$ cat config.mk
export PLATFORM = sky130hd
export DESIGN_NAME = sr_pulse_ctrl
export DESIGN_NICKNAME = d
export VERILOG_FILES = /design/src/rtl/sr_pulse_ctrl.sv
export SDC_FILE = /design/constraint.sdc
export NUM_CORES = 1
export LEC_CHECK = 0
export ABC_AREA = 1
export CORE_MARGIN = 3
export CORE_UTILIZATION = 30
export CTS_CLUSTER_SIZE = 12
export DETAILED_ROUTE_END_ITERATION = 16
export GPL_TIMING_DRIVEN = 0
export HOLD_SLACK_MARGIN = 0.1
export RECOVER_POWER = 25
export SYNTH_ARGS = -nofsm -noshare
export SYNTH_HDL_FRONTEND = slang
export SYNTH_SLANG_ARGS = --single-unit
$ cat constraint.sdc
create_clock -name clk -period 3.4 [get_ports clk]
set_clock_uncertainty 0.05 [all_clocks]
set_input_delay 0.51 -clock clk [delete_from_list [all_inputs] [get_ports clk]]
set_output_delay 0.51 -clock clk [all_outputs]
set_load 0.02 [all_outputs]
$ cat src/rtl/sr_pulse_ctrl.sv
// sr_pulse_ctrl: drive stage for an SR NOR latch.
// Two raw pushbuttons are synchronised, debounced and rising-edge detected.
// Each request becomes a fixed-width S or R pulse. Pulses are mutually exclusive
// and separated by a guard gap, and requests that arrive while busy are queued
// in one pending flag per type.
module sr_pulse_ctrl #(
    parameter int unsigned SYNC_STAGES = 2,
    parameter int unsigned DB_COUNT    = 4,
    parameter int unsigned PULSE_LEN   = 2,
    parameter int unsigned GAP_LEN     = 1
) (
    input  logic clk,
    input  logic rst,
    input  logic btn_set,
    input  logic btn_reset,
    output logic S,
    output logic R,
    output logic busy,
    output logic conflict
);

    // Channel 0 carries the set button, channel 1 the reset button.
    localparam int unsigned NumCh = 2;

    localparam logic [7:0] DbTarget  = 8'(DB_COUNT);
    localparam logic [3:0] PulseLoad = 4'(PULSE_LEN - 1);
    localparam logic [3:0] GapLoad   = 4'(GAP_LEN - 1);

    typedef enum logic [1:0] {
        StIdle,
        StSetPulse,
        StRstPulse,
        StGap
    } state_e;

    // Input conditioning
    logic [NumCh-1:0]                  btn_raw;
    logic [NumCh-1:0][SYNC_STAGES-1:0] sync_q;
    logic [NumCh-1:0][SYNC_STAGES-1:0] sync_d;
    logic [NumCh-1:0]                  sync_out;
    logic [NumCh-1:0]                  db_q;
    logic [NumCh-1:0]                  db_d;
    logic [NumCh-1:0][7:0]             db_cnt_q;
    logic [NumCh-1:0][7:0]             db_cnt_d;
    logic [NumCh-1:0]                  db_prev_q;
    logic [NumCh-1:0]                  req_q;
    logic [NumCh-1:0]                  req_d;
    logic                              req_set;
    logic                              req_rst;

    // Request queueing
    logic pend_set_q;
    logic pend_set_d;
    logic pend_rst_q;
    logic pend_rst_d;
    logic want_set;
    logic want_rst;
    logic start_set;
    logic start_rst;

    // Pulse sequencing
    state_e     state_q;
    state_e     state_d;
    logic [3:0] cnt_q;
    logic [3:0] cnt_d;
    logic       s_q;
    logic       s_d;
    logic       r_q;
    logic       r_d;

    assign btn_raw = {btn_reset, btn_set};

    // Shift each raw button into its synchroniser chain; stage 0 is the first flop.
    always_comb begin
        for (int unsigned i = 0; i < NumCh; i++) begin
            sync_d[i]   = {sync_q[i][SYNC_STAGES-2:0], btn_raw[i]};
            sync_out[i] = sync_q[i][SYNC_STAGES-1];
        end
    end

    // Debounce: flip only after DB_COUNT consecutive cycles of disagreement.
    always_comb begin
        for (int unsigned i = 0; i < NumCh; i++) begin
            db_d[i]     = db_q[i];
            db_cnt_d[i] = '0;
            if (sync_out[i] != db_q[i]) begin
                if (db_cnt_q[i] + 8'd1 == DbTarget) begin
                    db_d[i]     = ~db_q[i];
                    db_cnt_d[i] = '0;
                end else begin
                    db_cnt_d[i] = db_cnt_q[i] + 8'd1;
                end
            end
        end
    end

    // A request is a one-cycle strobe on a debounced 0->1 transition.
    always_comb begin
        for (int unsigned i = 0; i < NumCh; i++) begin
            req_d[i] = db_q[i] & ~db_prev_q[i];
        end
    end

    assign req_set = req_q[0];
    assign req_rst = req_q[1];

    // Synchroniser, debouncer and edge-detect registers.
    always_ff @(posedge clk or posedge rst) begin
        if (rst) begin
            sync_q    <= '0;
            db_q      <= '0;
            db_cnt_q  <= '0;
            db_prev_q <= '0;
            req_q     <= '0;
        end else begin
            sync_q    <= sync_d;
            db_q      <= db_d;
            db_cnt_q  <= db_cnt_d;
            db_prev_q <= db_q;
            req_q     <= req_d;
        end
    end

    // A request counts as wanted whether it was queued earlier or arrives now.
    assign want_set = pend_set_q | req_set;
    assign want_rst = pend_rst_q | req_rst;

    // Pending flags absorb repeats and clear only when their pulse is launched.
    always_comb begin
        pend_set_d = want_set & ~start_set;
        pend_rst_d = want_rst & ~start_rst;
    end

    // Pending flag registers.
    always_ff @(posedge clk or posedge rst) begin
        if (rst) begin
            pend_set_q <= 1'b0;
            pend_rst_q <= 1'b0;
        end else begin
            pend_set_q <= pend_set_d;
            pend_rst_q <= pend_rst_d;
        end
    end

    // State, shared pulse/gap counter and registered latch drives.
    always_ff @(posedge clk or posedge rst) begin
        if (rst) begin
            state_q <= StIdle;
            cnt_q   <= '0;
            s_q     <= 1'b0;
            r_q     <= 1'b0;
        end else begin
            state_q <= state_d;
            cnt_q   <= cnt_d;
            s_q     <= s_d;
            r_q     <= r_d;
        end
    end

    // Next state: dispatch from idle (reset wins), time the pulse, then the gap.
    always_comb begin
        state_d   = state_q;
        cnt_d     = cnt_q;
        start_set = 1'b0;
        start_rst = 1'b0;
        unique case (state_q)
            StIdle: begin
                if (want_rst) begin
                    state_d   = StRstPulse;
                    cnt_d     = PulseLoad;
                    start_rst = 1'b1;
                end else if (want_set) begin
                    state_d   = StSetPulse;
                    cnt_d     = PulseLoad;
                    start_set = 1'b1;
                end
            end
            StSetPulse, StRstPulse: begin
                if (cnt_q == '0) begin
                    state_d = StGap;
                    cnt_d   = GapLoad;
                end else begin
                    cnt_d = cnt_q - 4'd1;
                end
            end
            StGap: begin
                if (cnt_q == '0) begin
                    state_d = StIdle;
                end else begin
                    cnt_d = cnt_q - 4'd1;
                end
            end
            default: begin
                state_d = StIdle;
                cnt_d   = '0;
            end
        endcase
    end

    // Outputs: S/R are registered copies of the pulse states, so they cannot glitch.
    always_comb begin
        s_d      = (state_d == StSetPulse);
        r_d      = (state_d == StRstPulse);
        busy     = (state_q != StIdle);
        conflict = req_set & req_rst;
    end

    assign S = s_q;
    assign R = r_q;

endmodule

Figure 1. Layout detail.
Region (21, 5) to (61, 45) µm. Cells in gray, sequential cells in the stronger gray; small squares are vias.
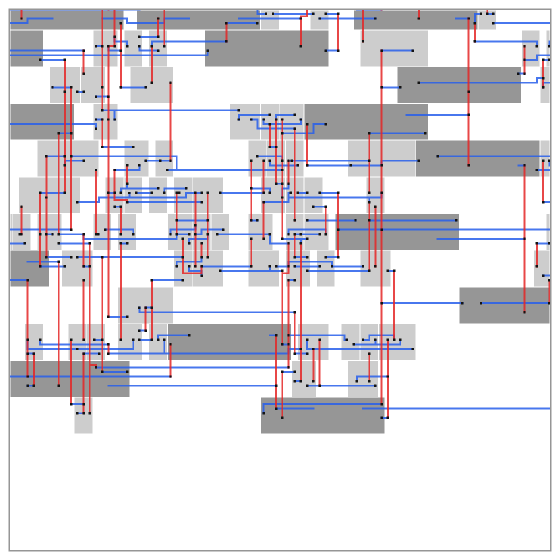
Red marks metal 2. Blue marks metal 1.
Most frequent: nand2_1 (15), dfrtp_1 (13), inv_1 (11). Sequential cells in the window: 13. 77 logic cells have their middle in the window. Netlist names of flops here include `db_cnt_q` (6), `cnt_q` (2).

Figure 2. Placed standard cells.
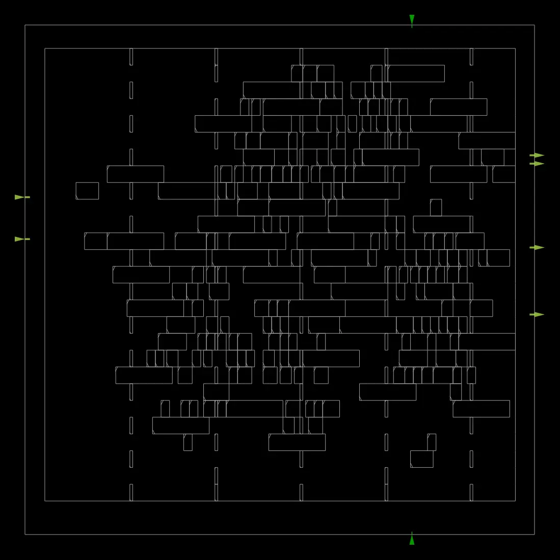
# fillers: 597
flop count: 36
fraction of area in registers: 44.7%

Figure 3. Clock network drawn from the DEF.
Scale bar: 20 µm.
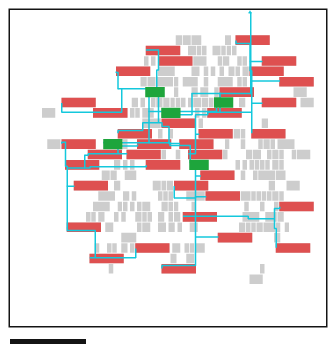
Green marks clock drivers, count 5. Cyan marks clock wires, length 474 µm. Red marks flip-flops, count 36.
There are 6 routed clock nets.
Clock Power: 0.323 mW
Clk Latency, worst-skew pair: 0.28 ns
clock share of power: 23.7%

Figure 4. Metal layers overlaid.
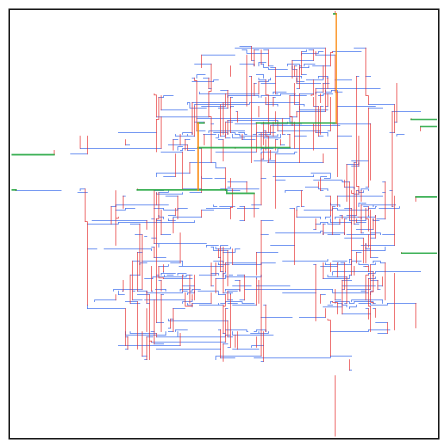
Red marks metal 2, wire length 1200 µm. Green marks metal 3, wire length 84.9 µm. Blue marks metal 1, wire length 1480 µm. Orange marks metal 4, wire length 34.0 µm.
Avg WL per Cell: 9.55 µm
detailed-route wire length: 2800 µm
vias after detailed routing: 1276
GRT Util Overall: 9.45%

==> flow_metrics.env <==
# implementation run metrics
export IMPL_worst_slack_ns=1.17
export IMPL_compound_area_share_pct=7.66
export IMPL_synthAdderAreaFrac_pct=4.96
export IMPL_worstHoldPathCells=0
export IMPL_placed_cell_area_um2=1920
export IMPL_dp_hpwl_um=1990
export IMPL_slowest_stage="clkdlybuf4s50_1"
export IMPL_drcViolationCount=0
export IMPL_whs_ns=0.299
export IMPL_core_area_um2=5610
export IMPL_wl_met2_um=1200
export IMPL_ctsLongestPathBuffers=2
export IMPL_syn_inst=207
export IMPL_die_h_um=82.7
export IMPL_maxSlewViolCount=0
export IMPL_ctsRootBufferMaster="clkbuf_8"
export IMPL_sequentialPowerShare_pct=43.4
export IMPL_dr_max_layer_used="met4"
export IMPL_cts_resized=0
export IMPL_reg_top3="db_cnt_q: 16 flops, cnt_q: 4 flops"
export IMPL_top_area_cell="dfrtp_1"
export IMPL_finalPower_mw=1.36
export IMPL_ir_worst_vdd_v=0.000279
export IMPL_fp_util_pct=31.5
export IMPL_lay_top_count="nand2_1"
export IMPL_p_per_area_nw_per_um2=675
export IMPL_max_stage_delay_ns=0.60
export IMPL_async_reset_ff_share_pct=100
export IMPL_drtIter0Drc=58
export IMPL_synth_avg_cell_area_um2=8.52
export IMPL_clk_pin_slew_ns=0.07
export IMPL_ys_seq_share_pct=51.1
export IMPL_tritoncts="built"
export IMPL_worstPathMaxFanout=5
export IMPL_synth_top_cell_area_share_pct=51.1
export IMPL_startpoint_type="register"
export IMPL_comb_power_share_pct=32.8
export IMPL_fin_crit_ns=2.23
export IMPL_lay_top_cells="48 x nand2_1, 36 x dfrtp_1, 28 x inv_1, 19 x nor2_1, 17 x a21oi_1"
export IMPL_die_w_um=82.7
export IMPL_worst_setup_path_type="register to output pin"
export IMPL_rsz0062_at_grt="no"
export IMPL_arrival_ns=1.67
export IMPL_antenna_found_initial=0
export IMPL_fmax_mhz=448
export IMPL_rr_startpoint="state_q[0]"
export IMPL_ys_cells=207
export IMPL_top_register="db_cnt_q"
export IMPL_tns_ns=0
export IMPL_yosys_top_cells_count="47 x nand2_1, 36 x dfrtp_1, 29 x inv_1"
export IMPL_core_rowCount=27
export IMPL_met1_length_um=1480
export IMPL_flop_cell="dfrtp_1"
export IMPL_hold_start="sync_d[3]"
export IMPL_setup_violations_final=0
export IMPL_holdBufCountCts=0
export IMPL_drive_above_1_share_pct=10.9
export IMPL_slew_headroom_pct=50.3
export IMPL_grt_max_degree=37
export IMPL_synth_edff_count=0
export IMPL_ant_nets=0
export IMPL_wl_met3_um=84
export IMPL_p_comb_mw=0.446
export IMPL_path_cells="inv_1 -> ha_1 -> inv_2 -> clkdlybuf4s50_1"
export IMPL_h_tree_depth=2
export IMPL_final_cells=293
export IMPL_top_cell="nand2_1"
export IMPL_synth_cellmix_xorXnorShare_pct=1.99
export IMPL_p_sw_mw=0.483
export IMPL_die_area_um2=6840
export IMPL_portBuffers=7
export IMPL_pg_seq_mw=0.590
export IMPL_finalWeightedCongestion=0.767
export IMPL_drtPass1Iterations=4
export IMPL_ys_warn_count=0
export IMPL_reg2reg_setup_slack_ns=1.74
export IMPL_grt_pass1_vias=1181
export IMPL_post_cts_buffers=0
export IMPL_finish_utilization_pct=35.9
export IMPL_antenna_cells=0
export IMPL_yosys_register_bits=36
export IMPL_io_pin_count=8
export IMPL_synth_area_mux_share_pct=0
export IMPL_cts_buffers=5
export IMPL_hp_class="register to register"
export IMPL_power_group_top="registers"
export IMPL_max_cap_violations=0
export IMPL_postSynthNetCount=218
export IMPL_p_int_mw=0.875
export IMPL_tightest_slew_ns=0.745
export IMPL_synth_distinct_cells=23
export IMPL_nNetsFinal=232
export IMPL_status="complete, no violations"
export IMPL_logic_family="simple AND/OR/NAND/NOR gates"
export IMPL_routed_via_density=4.35
export IMPL_grt_pass1_wl_um=5080
export IMPL_synth_area_um2=1760
export IMPL_cp_required_ns=2.84
export IMPL_path_buffers=3
export IMPL_ys_sh_simple_pct=27.7
export IMPL_hold_path_end="sync_out[1]"
export IMPL_switching_share_pct=35.6
export IMPL_r2r_cells=9
export IMPL_grt_overflow=0
export IMPL_r2r_end="cnt_q[3]"
export IMPL_topCellsByArea="dfrtp_1 51%, nand2_1 10%, inv_1 6.2%"
export IMPL_place_ws_ns=1.44
export IMPL_hold_viol=0
[worst max path at each step]
stage | start | end | slack, ns | cells after the start
floorplan | state_q[0] | cnt_q[2] | 1.92 | 9
global placement | rst | db_cnt_q[15] | 1.16 | 2
detailed placement | state_q[0] | busy | 1.44 | 4
CTS | state_q[0] | busy | 1.13 | 4
global route | state_q[0] | busy | 1.07 | 4
finish | state_q[0] | busy | 1.17 | 4
[per-layer routing]
layer  track usage, %  vias up
li1                 -      681
met1             12.7      577
met2             14.9       13
met3             3.04        5
met4             1.96        0
met5                0        -
[final cells by class]
cell class	instances	area [µm²]
inverter	31	116
timing repair buffer	7	70.1
tap	72	90.1
clock buffer	7	96.3
sequential	36	901
multi-input combinational	140	739
fill	597	3590
Power and IR drop assume default switching activity.
